**src/rtl/dmw_buf_if.sv**
```systemverilog
// dmw_buf_if -- store-buffer bus bundle between the MEM stage, the store
// buffer and data memory.
//
// Signals:
//   st_valid/st_op/st_addr/st_data  store request from the MEM stage
//   st_ready, st_misalign           buffer back-pressure and misalign flag
//   dm_req/dm_addr/dm_wd/dm_be      head-entry write request to data memory
//   dm_ack                          data memory accepted the head entry
//   ld_addr, ld_conflict            load hazard probe
//   empty                           buffer holds no valid entries
//
// Modports:
//   master  the pipeline/memory side that drives requests and acks
//   slave   the store buffer itself
interface dmw_buf_if;
  logic        st_valid;
  logic [5:0]  st_op;
  logic [31:0] st_addr;
  logic [31:0] st_data;
  logic        st_ready;
  logic        st_misalign;
  logic        dm_req;
  logic [31:0] dm_addr;
  logic [31:0] dm_wd;
  logic [3:0]  dm_be;
  logic        dm_ack;
  logic [31:0] ld_addr;
  logic        ld_conflict;
  logic        empty;

  modport master (
    output st_valid, st_op, st_addr, st_data, dm_ack, ld_addr,
    input  st_ready, st_misalign, dm_req, dm_addr, dm_wd, dm_be,
           ld_conflict, empty
  );

  modport slave (
    input  st_valid, st_op, st_addr, st_data, dm_ack, ld_addr,
    output st_ready, st_misalign, dm_req, dm_addr, dm_wd, dm_be,
           ld_conflict, empty
  );
endinterface

```
**src/rtl/dmw_buf.sv**
```systemverilog
// dmw_buf -- data-memory write (store) buffer.
//
// Stores leaving the MEM stage are decoded (SB/SH/SW), lane-aligned and
// queued in a DEPTH-entry circular FIFO. The head entry is presented to data
// memory on dm_req and popped on dm_ack, so memory writes leave in program
// order. Loads probe the buffer through ld_addr/ld_conflict.
//
// Ports:
//   clk   sole clock, rising edge
//   rst   asynchronous, active-high reset
//   bus   dmw_buf_if.slave (store request, memory write, load probe, empty)
//
// Parameters:
//   DEPTH  entry count, power of two, >= 2
//
// Optional feature:
//   STORE_MERGE_EN  when defined, a store to the same word as the youngest
//                   entry is folded into it, provided that entry is not the
//                   one currently presented to memory.
module dmw_buf #(
  parameter int DEPTH = 4
) (
  input logic      clk,
  input logic      rst,
  dmw_buf_if.slave bus
);

  localparam int PW = (DEPTH > 1) ? $clog2(DEPTH) : 1;
  localparam int CW = $clog2(DEPTH + 1);
  localparam logic [CW-1:0] FULL = CW'(DEPTH);

  // MIPS primary opcodes for the three store flavours.
  localparam logic [5:0] OP_SB = 6'b101000;
  localparam logic [5:0] OP_SH = 6'b101001;
  localparam logic [5:0] OP_SW = 6'b101011;

  logic [29:0]      addr_q [DEPTH];
  logic [31:0]      wd_q   [DEPTH];
  logic [3:0]       be_q   [DEPTH];
  logic [DEPTH-1:0] valid_q;
  logic [PW-1:0]    head_q;
  logic [PW-1:0]    tail_q;
  logic [CW-1:0]    count_q;
  logic             misalign_q;

  logic        is_store;
  logic        misaligned;
  logic [3:0]  new_be;
  logic [31:0] new_wd;
  logic        cand;
  logic        enq;
  logic        pop;
  logic        merge;
  logic [PW-1:0] last;
  logic [3:0]  merged_be;
  logic [31:0] merged_wd;
  logic        unused_ld_lo;

  // Decode the incoming store: byte enables follow the low address bits and
  // the data is replicated across lanes so memory can pick whichever lane the
  // enables select. Non-store opcodes leave is_store low and are ignored.
  always_comb begin
    is_store   = 1'b0;
    misaligned = 1'b0;
    new_be     = 4'b0000;
    new_wd     = bus.st_data;
    if (bus.st_op == OP_SB) begin
      is_store = 1'b1;
      new_be   = 4'b0001 << bus.st_addr[1:0];
      new_wd   = {4{bus.st_data[7:0]}};
    end else if (bus.st_op == OP_SH) begin
      is_store   = 1'b1;
      misaligned = bus.st_addr[0];
      new_be     = bus.st_addr[1] ? 4'b1100 : 4'b0011;
      new_wd     = {2{bus.st_data[15:0]}};
    end else if (bus.st_op == OP_SW) begin
      is_store   = 1'b1;
      misaligned = |bus.st_addr[1:0];
      new_be     = 4'b1111;
      new_wd     = bus.st_data;
    end
  end

  // A full buffer refuses stores even when the head pops in the same cycle,
  // which keeps st_ready independent of dm_ack.
  assign bus.st_ready = (count_q != FULL);
  assign cand         = bus.st_valid & bus.st_ready & is_store;
  assign enq          = cand & ~misaligned;
  assign pop          = bus.dm_req & bus.dm_ack;

`ifdef STORE_MERGE_EN
  // The youngest entry sits one slot behind the tail. With a single entry it
  // is also the head being offered to memory, so merging is only allowed
  // once at least two entries are queued.
  assign last  = tail_q - PW'(1);
  assign merge = enq && (count_q > CW'(1)) &&
                 (addr_q[last] == bus.st_addr[31:2]);

  // Fold the new store into the youngest entry lane by lane: enabled lanes
  // take the new bytes, the rest keep what was there.
  always_comb begin
    merged_be = be_q[last] | new_be;
    merged_wd = wd_q[last];
    for (int l = 0; l < 4; l++) begin
      if (new_be[l]) merged_wd[8*l +: 8] = new_wd[8*l +: 8];
    end
  end
`else
  assign last      = tail_q;
  assign merge     = 1'b0;
  assign merged_be = new_be;
  assign merged_wd = new_wd;
`endif

  // FIFO state: pointers wrap naturally because DEPTH is a power of two.
  // A push and a pop in the same cycle never touch the same slot, since the
  // buffer is then neither empty nor full. Reset discards every entry,
  // including one that memory may be half-way through accepting.
  always_ff @(posedge clk or posedge rst) begin
    if (rst) begin
      head_q     <= '0;
      tail_q     <= '0;
      count_q    <= '0;
      valid_q    <= '0;
      misalign_q <= 1'b0;
      for (int i = 0; i < DEPTH; i++) begin
        addr_q[i] <= '0;
        wd_q[i]   <= '0;
        be_q[i]   <= '0;
      end
    end else begin
      misalign_q <= cand & misaligned;
      if (pop) begin
        valid_q[head_q] <= 1'b0;
        head_q          <= head_q + PW'(1);
      end
      if (merge) begin
        be_q[last] <= merged_be;
        wd_q[last] <= merged_wd;
      end else if (enq) begin
        addr_q[tail_q]  <= bus.st_addr[31:2];
        wd_q[tail_q]    <= new_wd;
        be_q[tail_q]    <= new_be;
        valid_q[tail_q] <= 1'b1;
        tail_q          <= tail_q + PW'(1);
      end
      count_q <= count_q + CW'(enq & ~merge) - CW'(pop);
    end
  end

  // The head entry is driven straight from storage, so it cannot change
  // while memory stalls. Outputs read as zero when nothing is queued.
  assign bus.dm_req      = (count_q != '0);
  assign bus.dm_addr     = bus.dm_req ? {addr_q[head_q], 2'b00} : 32'h0;
  assign bus.dm_wd       = bus.dm_req ? wd_q[head_q] : 32'h0;
  assign bus.dm_be       = bus.dm_req ? be_q[head_q] : 4'b0000;
  assign bus.st_misalign = misalign_q;
  assign bus.empty       = ~|valid_q;

  // Load hazard probe: word-granular match against every live entry.
  always_comb begin
    bus.ld_conflict = 1'b0;
    for (int i = 0; i < DEPTH; i++) begin
      if (valid_q[i] && (addr_q[i] == bus.ld_addr[31:2])) bus.ld_conflict = 1'b1;
    end
  end

  assign unused_ld_lo = ^bus.ld_addr[1:0];

endmodule

```
**src/flat_wrapper.sv**
```systemverilog
// flat-port wrapper written by rule: the top's interface ports become plain ports
module dmw_buf_flat 
#(
  parameter int DEPTH = 4
)
  (clk, rst, bus_st_valid, bus_st_op, bus_st_addr, bus_st_data, bus_dm_ack, bus_ld_addr, bus_st_ready, bus_st_misalign, bus_dm_req, bus_dm_addr, bus_dm_wd, bus_dm_be, bus_ld_conflict, bus_empty);
  dmw_buf_if bus_i ();
  input logic clk;
  input logic rst;
  input wire logic [$bits(bus_i.st_valid)-1:0] bus_st_valid;
  input wire logic [$bits(bus_i.st_op)-1:0] bus_st_op;
  input wire logic [$bits(bus_i.st_addr)-1:0] bus_st_addr;
  input wire logic [$bits(bus_i.st_data)-1:0] bus_st_data;
  input wire logic [$bits(bus_i.dm_ack)-1:0] bus_dm_ack;
  input wire logic [$bits(bus_i.ld_addr)-1:0] bus_ld_addr;
  output wire logic [$bits(bus_i.st_ready)-1:0] bus_st_ready;
  output wire logic [$bits(bus_i.st_misalign)-1:0] bus_st_misalign;
  output wire logic [$bits(bus_i.dm_req)-1:0] bus_dm_req;
  output wire logic [$bits(bus_i.dm_addr)-1:0] bus_dm_addr;
  output wire logic [$bits(bus_i.dm_wd)-1:0] bus_dm_wd;
  output wire logic [$bits(bus_i.dm_be)-1:0] bus_dm_be;
  output wire logic [$bits(bus_i.ld_conflict)-1:0] bus_ld_conflict;
  output wire logic [$bits(bus_i.empty)-1:0] bus_empty;
  assign bus_i.st_valid = bus_st_valid;
  assign bus_i.st_op = bus_st_op;
  assign bus_i.st_addr = bus_st_addr;
  assign bus_i.st_data = bus_st_data;
  assign bus_i.dm_ack = bus_dm_ack;
  assign bus_i.ld_addr = bus_ld_addr;
  assign bus_st_ready = bus_i.st_ready;
  assign bus_st_misalign = bus_i.st_misalign;
  assign bus_dm_req = bus_i.dm_req;
  assign bus_dm_addr = bus_i.dm_addr;
  assign bus_dm_wd = bus_i.dm_wd;
  assign bus_dm_be = bus_i.dm_be;
  assign bus_ld_conflict = bus_i.ld_conflict;
  assign bus_empty = bus_i.empty;
  dmw_buf #(.DEPTH(DEPTH)) u_core (.clk(clk), .rst(rst), .bus(bus_i));
endmodule
```
**config.mk**
```make
export PLATFORM = sky130hd
export DESIGN_NAME = dmw_buf_flat
export DESIGN_NICKNAME = d
export VERILOG_FILES = /design/src/rtl/dmw_buf_if.sv /design/src/rtl/dmw_buf.sv /design/src/flat_wrapper.sv
export SDC_FILE = /design/constraint.sdc
export NUM_CORES = 1
export LEC_CHECK = 0
export ABC_AREA = 1
export CORE_MARGIN = 1
export CORE_UTILIZATION = 57
export DETAILED_ROUTE_END_ITERATION = 16
export PLACE_DENSITY = 0.81
export SLEW_MARGIN = 20
export SYNTH_ARGS = -nofsm -noshare
export SYNTH_HDL_FRONTEND = slang
export SYNTH_SLANG_ARGS = --single-unit
```
**constraint.sdc**
```tcl
create_clock -name clk -period 12.1 [get_ports clk]
set_input_delay 2.42 -clock clk [delete_from_list [all_inputs] [get_ports clk]]
set_output_delay 2.42 -clock clk [all_outputs]
set_load 0.01 [all_outputs]
```
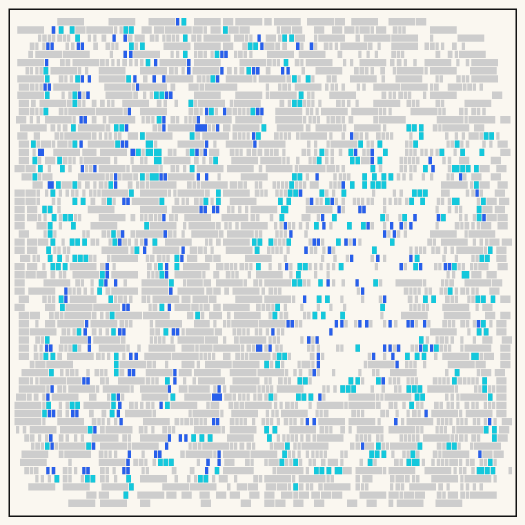
Run 1: gate-type map
(3 px per µm)
family	colour	cells	where
inverting AOI/OAI gates	cyan	325	widely spread
NOR gates	blue	237	widely spread
Comb/total area: 41.4%
highest-count logic cell in the final layout: nand2_1
post-route insts no fill: 2788

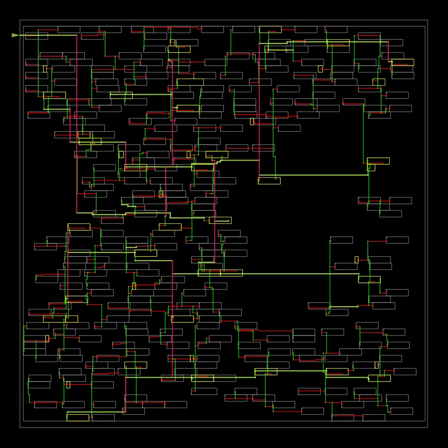
Run 1: the clock network
Max Clock Skew: 16.1 ps
clock tree sinks: 276
Late-Pin Clk Latency: 560 ps
Clock group: 0.845 mW
clk_buf instances: 43

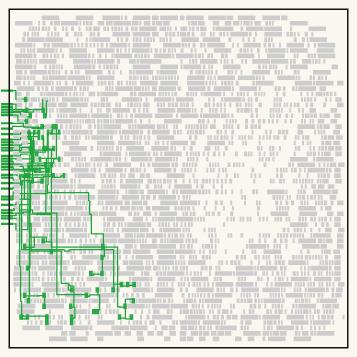
Run 1: wires at chosen ports, followed through buffers
(2 px per µm)
port	colour	bits	direction	end cells	buffers	wire
bus_st_data	green	32	input	72	32	1430 µm
port bufs: 174
# IOs: 179

==> impl_metrics.py, run 1 <==
# Metrics from the implementation run
metrics = {
    "cells_and_area": {
        "final_area_um2": 18300,
        "drive_gt1_share_pct": 3.11,
        "nets": 2515,
        "nFillCells": 2376,
        "largest_reg_flops": 128,
        "syn2layout_area_growth_pct": 15.7,
        "lay_top_cells": "885 x nand2_1, 274 x dfrtp_1, 268 x nand3_1, 231 x nor2_1, 195 x o21ai_0",
        "largest-register": "u_core.wd_q",
        "reg.largest.list": "u_core.wd_q x128, u_core.addr_q x120, u_core.be_q x16",
        "postLayoutCoreUtil_pct": 67.5,
    },
    "die": {
        "fp.dieW_um": 168,
        "die_area_um2": 28400,
        "die_height_um": 168,
        "core_um2": 27100,
        "initial_utilization_pct": 58.3,
        "rows": 60,
    },
    "yosys": {
        "ys_types": 28,
        "ys_cells": 2316,
        "xor_share_pct": 0.776,
        "muxShareOfSynthArea_pct": 0,
        "ys_seq_share_pct": 43.7,
        "synth_cells": 2316,
        "ys_area_um2": 15800,
        "top_area_cell": "dfrtp_1",
        "aoi_share_pct": 10.5,
        "synth.cellmix.simpleShare_pct": 35.5,
        "ys_warn_count": 0,
        "top_logic_kind": "simple AND/OR/NAND/NOR gates",
        "avgSynthCellArea_um2": 6.82,
        "top_area_share_pct": 43.7,
        "synthTopCellsByArea": "dfrtp_1 44%, nand2_1 21%, nand3_1 8.5%",
        "synth_area_um2": 15800,
        "ys_sh_adder_pct": 0.919,
        "ys_ff": 276,
    },
    "pwr": {
        "leakage_nw": 9.35,
        "clkPwrFrac_pct": 20.8,
        "ir_drop_v": 0.000231,
        "power.group.top": "combinational logic",
        "power.total_mw": 4.07,
        "power_switching_mw": 1.75,
        "pwr-share-comb_pct": 44.8,
        "p_int_mw": 2.32,
        "powerDensity_nw_per_um2": 223,
        "power.share.switching_pct": 43.0,
        "powerComb_mw": 1.82,
        "power_frac_seq_pct": 34.4,
        "powerSeq_mw": 1.40,
    },
    "grt": {
        "grt_pass1_vias": 15400,
        "antenna_found_initial": 1,
        "grt_max_degree": 229,
        "grt.overflow.total": 0,
        "grt.total_usage_pct": 38.1,
        "grt_pass1_wl_um": 84100,
    },
    "setup_path": {
        "critical_path_class": "in -> out",
        "end_kind": "primary output",
        "critical_path_peak_fanout": 5,
        "critPathRequiredTime_ps": 9680,
        "r2r_cells": 9,
        "r2r-start": "u_core.count_q[1]",
        "startpoint": "bus_ld_addr[23]",
        "critPathCapture": "bus_ld_conflict",
        "start_kind": "input port",
        "ff2ff_setup_slack_ps": 9070,
        "cp.arrival_ps": 4710,
        "timing.rr.end": "u_core.count_q[1]",
    },
    "final_timing": {
        "worst_slack_ps": 4970,
        "worst_slew_pin_slew_ps": 1130,
        "setup_tns_ps": 0,
        "relSlewSlack_pct": 24.2,
        "finalCritPeriodShare_pct": 58.9,
        "finalSetupViolations": 0,
        "holdWs_ps": 463,
        "timing.final.max_slew_violations": 0,
        "min_period_ps": 7130,
        "rsz0062_at_grt": "false",
        "clock.fmax_mhz": 140,
        "hold_viol": 0,
    },
    "route": {
        "avgViaCountPerCell": 5.80,
        "wirelength_um": 53700,
        "postRouteAntennaNets": 0,
        "drt_iter0_drc": 2168,
        "routedWlPerCell_um": 19.3,
        "vias": 16200,
        "first_pass_iters": 8,
        "drc": 0,
    },
    "placement": {
        "gp_congestion": 1.02,
        "place_ws_ps": 5050,
        "dp_hpwl_um": 33000,
        "placed_area_um2": 17400,
        "dp.cells": 2738,
    },
    "hold_path": {
        "hold_class": "reg -> reg",
        "whs_path_depth": 2,
    },
    "clocking": {
        "cts_hold_buf": 0,
        "post_cts_buffers": 0,
        "clkTransAtPathRegs_ps": 60,
        "cts_buffers": 29,
        "clock-root-buffer": "clkbuf_16",
        "tritoncts": "done",
        "cts_resized": 0,
        "clk_path_buf_depth": 3,
        "htree_levels": 1,
    },
    "run": {
        "maxCapViolCount": 0,
        "warnings": 40,
    },
    "status": {
        "status": "finished, final reports clean",
    },
}
[run 1: Yosys cell counts (all sizes together)]
cell / instances
nand3: 269
fa: 1
o21ai: 196
clkbuf: 72
inv: 149
xnor2: 10
conb: 1
dfrtp: 276
o31ai: 4
a21oi: 117
o211ai: 8
clkinv: 2
nand4: 1
nor4: 1
nor2: 234
ha: 10
xor2: 4
nor3: 2
nand2: 889
buf: 70
[run 1: routing by layer]
| layer | GRT usage, % | share of wire, % | wire length [µm] |
|---|---|---|---|
| met2 | 62.0 | 47 | 25000 |
| met4 | 18.3 | 4.5 | 2440 |
| met5 | 0 | 0 | 0 |
| met3 | 6.08 | 9.4 | 5040 |
| met1 | 50.0 | 40 | 21200 |
[run 1: area by class of cell]
type	instances	area [µm²]	share of cell area, %
timing repair buffer	192	1900	10.4
antenna	1	2.50	0.0137
tap	372	465	2.55
clock buffer	43	808	4.42
multi-input combinational	1748	7560	41.4
sequential	276	6910	37.8
inverter	151	576	3.15
clock inverter	5	53.8	0.294
[run 1: worst min path at each step]
stage,from,end
global placement,u_core.wd_q[13],u_core.wd_q[13]
CTS,u_core.wd_q[12],u_core.wd_q[12]
floorplan,u_core.wd_q[0],u_core.wd_q[0]
detailed placement,u_core.wd_q[12],u_core.wd_q[12]
global route,u_core.wd_q[8],u_core.wd_q[8]
finish,u_core.wd_q[6],u_core.wd_q[6]
[run 1: worst max-delay path, cell delays in order]
cell             delay (ps)
clkdlybuf4s50_1         690
inv_1                   170
nand2_1                  90
nand2_1                  80
nor2_1                  100
nand2_1                 120
nor2_1                  130
nand2_1                  70
nor2_1                  110
nor2_1                   60
nand2_1                 110
clkdlybuf4s50_1         550
--- run 2 (diff from run 1) ---
--- a/config.mk
+++ b/config.mk
@@ -7,9 +7,9 @@
 export LEC_CHECK = 0
 export ABC_AREA = 1
 export CORE_MARGIN = 1
-export CORE_UTILIZATION = 57
+export CORE_UTILIZATION = 52
 export DETAILED_ROUTE_END_ITERATION = 16
-export PLACE_DENSITY = 0.81
+export PLACE_DENSITY = 0.78
 export SLEW_MARGIN = 20
 export SYNTH_ARGS = -nofsm -noshare
 export SYNTH_HDL_FRONTEND = slang
==> constraint.sdc (replaced) <==
create_clock -name clk -period 5.8 [get_ports clk]
set_input_delay 1.16 -clock clk [delete_from_list [all_inputs] [get_ports clk]]
set_output_delay 1.16 -clock clk [all_outputs]
set_load 0.01 [all_outputs]
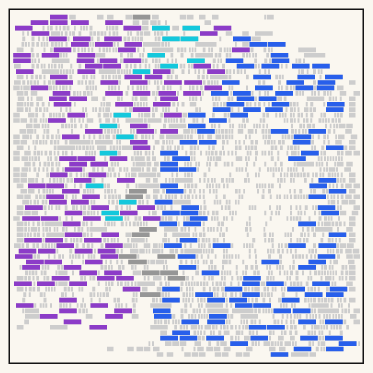
Run 2: sequential cells grouped by signal name
(2 px per µm) Other sequential cells in the stronger grey, the rest of the logic in the fainter grey.
signal	colour	placed flops
u_core.addr_q	blue	120
u_core.be_q	cyan	16
u_core.wd_q	purple	128
Flop+latch power: 2.83 mW
Post-Route Utilization: 62.7%
sequential cell area: 6910 µm²

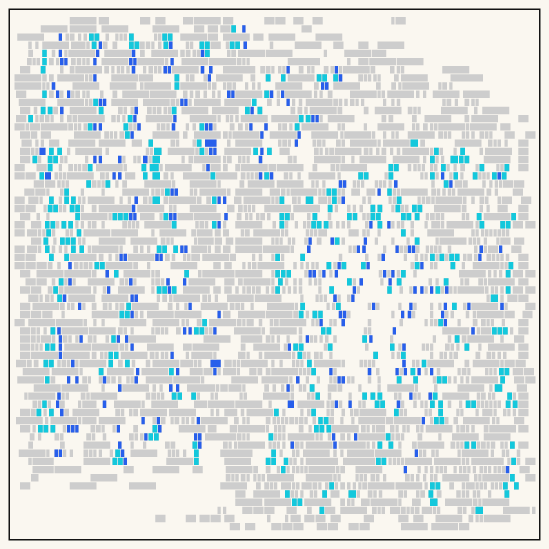
Run 2: gate-type map
(3 px per µm)
family	colour	cells	where
NOR gates	blue	237	widely spread
inverting AOI/OAI gates	cyan	325	widely spread
post-route insts no fill: 2818
Comb/total area: 40.5%

==> run 2 against run 1 <==
Sequential cell count stayed put. Design area is 2.1% higher. Cell count is 1.1% higher. Critical path type is now reg -> out. Largest power group unchanged.
==> impl_metrics.py, run 2 <==
# Metrics from the implementation run
metrics = {
    "status": {
        "status": "finished, final reports clean",
    },
    "pwr": {
        "powerDensity_nw_per_um2": 483,
        "ir_drop_v": 0.000361,
        "clkPwrFrac_pct": 25.1,
        "power.total_mw": 9.02,
        "pwr-share-comb_pct": 43.5,
        "leakage_nw": 9.53,
        "power_frac_seq_pct": 31.4,
        "p_int_mw": 5.32,
        "power.share.switching_pct": 41.1,
        "power_switching_mw": 3.70,
    },
    "clocking": {
        "cts_buffers": 30,
        "tritoncts": "done",
        "clkTransAtPathRegs_ps": 60,
        "htree_levels": 1,
        "clk_path_buf_depth": 3,
        "clock_latency_ps": 560,
        "clock-sinks": 276,
        "cts_hold_buf": 0,
        "cts_resized": 0,
        "post_cts_buffers": 0,
        "clock-root-buffer": "clkbuf_16",
    },
    "final_timing": {
        "finalSetupViolations": 0,
        "holdWs_ps": 464,
        "min_period_ps": 4820,
        "worst_slack_ps": 979,
        "setup_tns_ps": 0,
        "hold_viol": 0,
        "relSlewSlack_pct": 25.0,
        "clock.fmax_mhz": 207,
        "finalCritPeriodShare_pct": 83.1,
        "timing.final.max_slew_violations": 0,
        "rsz0062_at_grt": "false",
        "worst_slew_pin_slew_ps": 1120,
    },
    "grt": {
        "grt.overflow.total": 0,
        "busiest_layer": "met2",
        "grt_util_met3_pct": 5.25,
        "grt_max_degree": 209,
        "met1_usage_pct": 45.8,
        "gr-usage-met2_pct": 56.4,
        "grt.total_usage_pct": 34.6,
        "grt_pass1_vias": 15400,
        "antenna_found_initial": 1,
        "grt_pass1_wl_um": 83500,
    },
    "cells_and_area": {
        "syn2layout_area_growth_pct": 18.2,
        "nets": 2520,
        "reg.largest.list": "u_core.wd_q x128, u_core.addr_q x120, u_core.be_q x16",
        "drive_gt1_share_pct": 3.83,
        "largest_reg_flops": 128,
        "largest-register": "u_core.wd_q",
        "lay_top_count": "nand2_1",
        "final_area_um2": 18700,
        "lay_top_cells": "885 x nand2_1, 274 x dfrtp_1, 268 x nand3_1, 231 x nor2_1, 195 x o21ai_0",
    },
    "die": {
        "fp.dieW_um": 176,
        "die_area_um2": 31100,
        "die_height_um": 176,
        "core_um2": 29800,
        "ios": 179,
        "rows": 63,
        "initial_utilization_pct": 53.0,
    },
    "setup_path": {
        "worstPathCellList": "buf_4 -> buf_4 -> nor2_1 -> nor2_1 -> o21ai_0 -> a21oi_1 -> clkdlybuf4s50_1",
        "critical_path_class": "reg -> out",
        "cp.arrival_ps": 3660,
        "end_kind": "primary output",
        "critical_path_peak_fanout": 79,
        "cp_num_buf_inv": 3,
        "r2r_cells": 9,
        "cp_slowest_cell": "buf_4",
        "cp.depth": 7,
        "slowest_delay_ps": 790,
        "critPathRequiredTime_ps": 4640,
        "start_kind": "register",
        "ff2ff_setup_slack_ps": 3000,
        "cp_top_family": "buffers and inverters",
    },
    "placement": {
        "dp.cells": 2761,
        "gp_congestion": 0.990,
        "placed_area_um2": 17500,
        "port_buffers": 174,
        "dp_hpwl_um": 33000,
    },
    "yosys": {
        "yosysMostFrequentCell": "nand2_1",
        "ys_types": 28,
        "synth_cells": 2316,
        "yosys_most_used_dff": "dfrtp_1",
        "edf_count": 0,
        "ys_cells": 2316,
        "synth_area_um2": 15800,
        "synthTopCellsByArea": "dfrtp_1 44%, nand2_1 21%, nand3_1 8.5%",
        "yosys-top-cells-count": "886 x nand2_1, 276 x dfrtp_1, 268 x nand3_1, 232 x nor2_1, 195 x o21ai_0",
        "top_area_cell": "dfrtp_1",
        "async_flop_share_pct": 100,
        "ys_ff": 276,
        "ys_seq_share_pct": 43.7,
        "avgSynthCellArea_um2": 6.82,
        "ys_area_um2": 15800,
    },
    "route": {
        "avgViaCountPerCell": 5.74,
        "postRouteAntennaNets": 0,
        "drt_iter0_drc": 2106,
        "drc": 0,
        "routedWlPerCell_um": 19.0,
        "vias": 16200,
        "first_pass_iters": 6,
    },
    "hold_path": {
        "hold_class": "reg -> reg",
        "whs_path_depth": 2,
    },
    "run": {
        "maxCapViolCount": 0,
        "warnings": 43,
    },
}
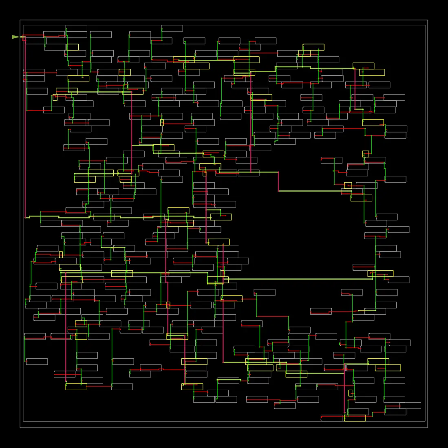
Run 2: the clock network
Seq cells: 276
Max Clock Skew: 19.8 ps
clk_buf instances: 42

-- run 2: cell counts after synthesis --
No cell type changed its count.
-- run 2: cell families after synthesis --
| kind of cell | share of synthesized area (%) |
|---|---|
| other cells | 0.0237 |
| xor+xnor | 0.776 |
| compound gates | 10.5 |
| buf+inv | 8.61 |
| flops | 43.7 |
| fa+ha+maj | 0.919 |
| simple gates | 35.5 |
-- run 2: power by group through the flow --
stage          clock (mW)  combinational (mW)  sequential, mW
6_report             2.27                3.92            2.83
4_1_cts              2.28                3.86            2.82
3_5_place_dp            0                3.83            2.84
2_1_floorplan           0                2.28            2.73
5_1_grt              2.36                4.27            2.89
3_3_place_gp            0                3.77            2.82
-- run 2: final timing paths --
path / from / end
min in group asynchronous: rst / u_core.wd_q[5]
worst min register to register: u_core.wd_q[86] / u_core.wd_q[86]
worst max register to register: u_core.count_q[1] / u_core.count_q[2]
worst min-delay path: u_core.wd_q[86] / u_core.wd_q[86]
max in group asynchronous: rst / u_core.be_q[15]
worst max-delay path: u_core.head_q[0] / bus_dm_addr[11]
-- run 2: worst min-delay path, stage by stage (launching register included) --
cell and delay, ps:
dfrtp_1 340, nand2_1 50, nand2_1 50
-- run 2: cell type report --
class	count	area, µm²
clock buffer	42	877
timing repair buffer	196	1960
multi-input combinational	1748	7560
fill	2671	11100
tap	390	488
inverter	151	572
sequential	276	6910
clock inverter	14	302
antenna	1	2.50
-- run 2: routing by layer --
layer / routed length, µm / vias up
met5: 0 / -
met4: 2370 / 0
met3: 5060 / 168
met2: 25000 / 911
met1: 21100 / 7595
li1: - / 7512
Power is estimated from default activity; no workload was simulated.
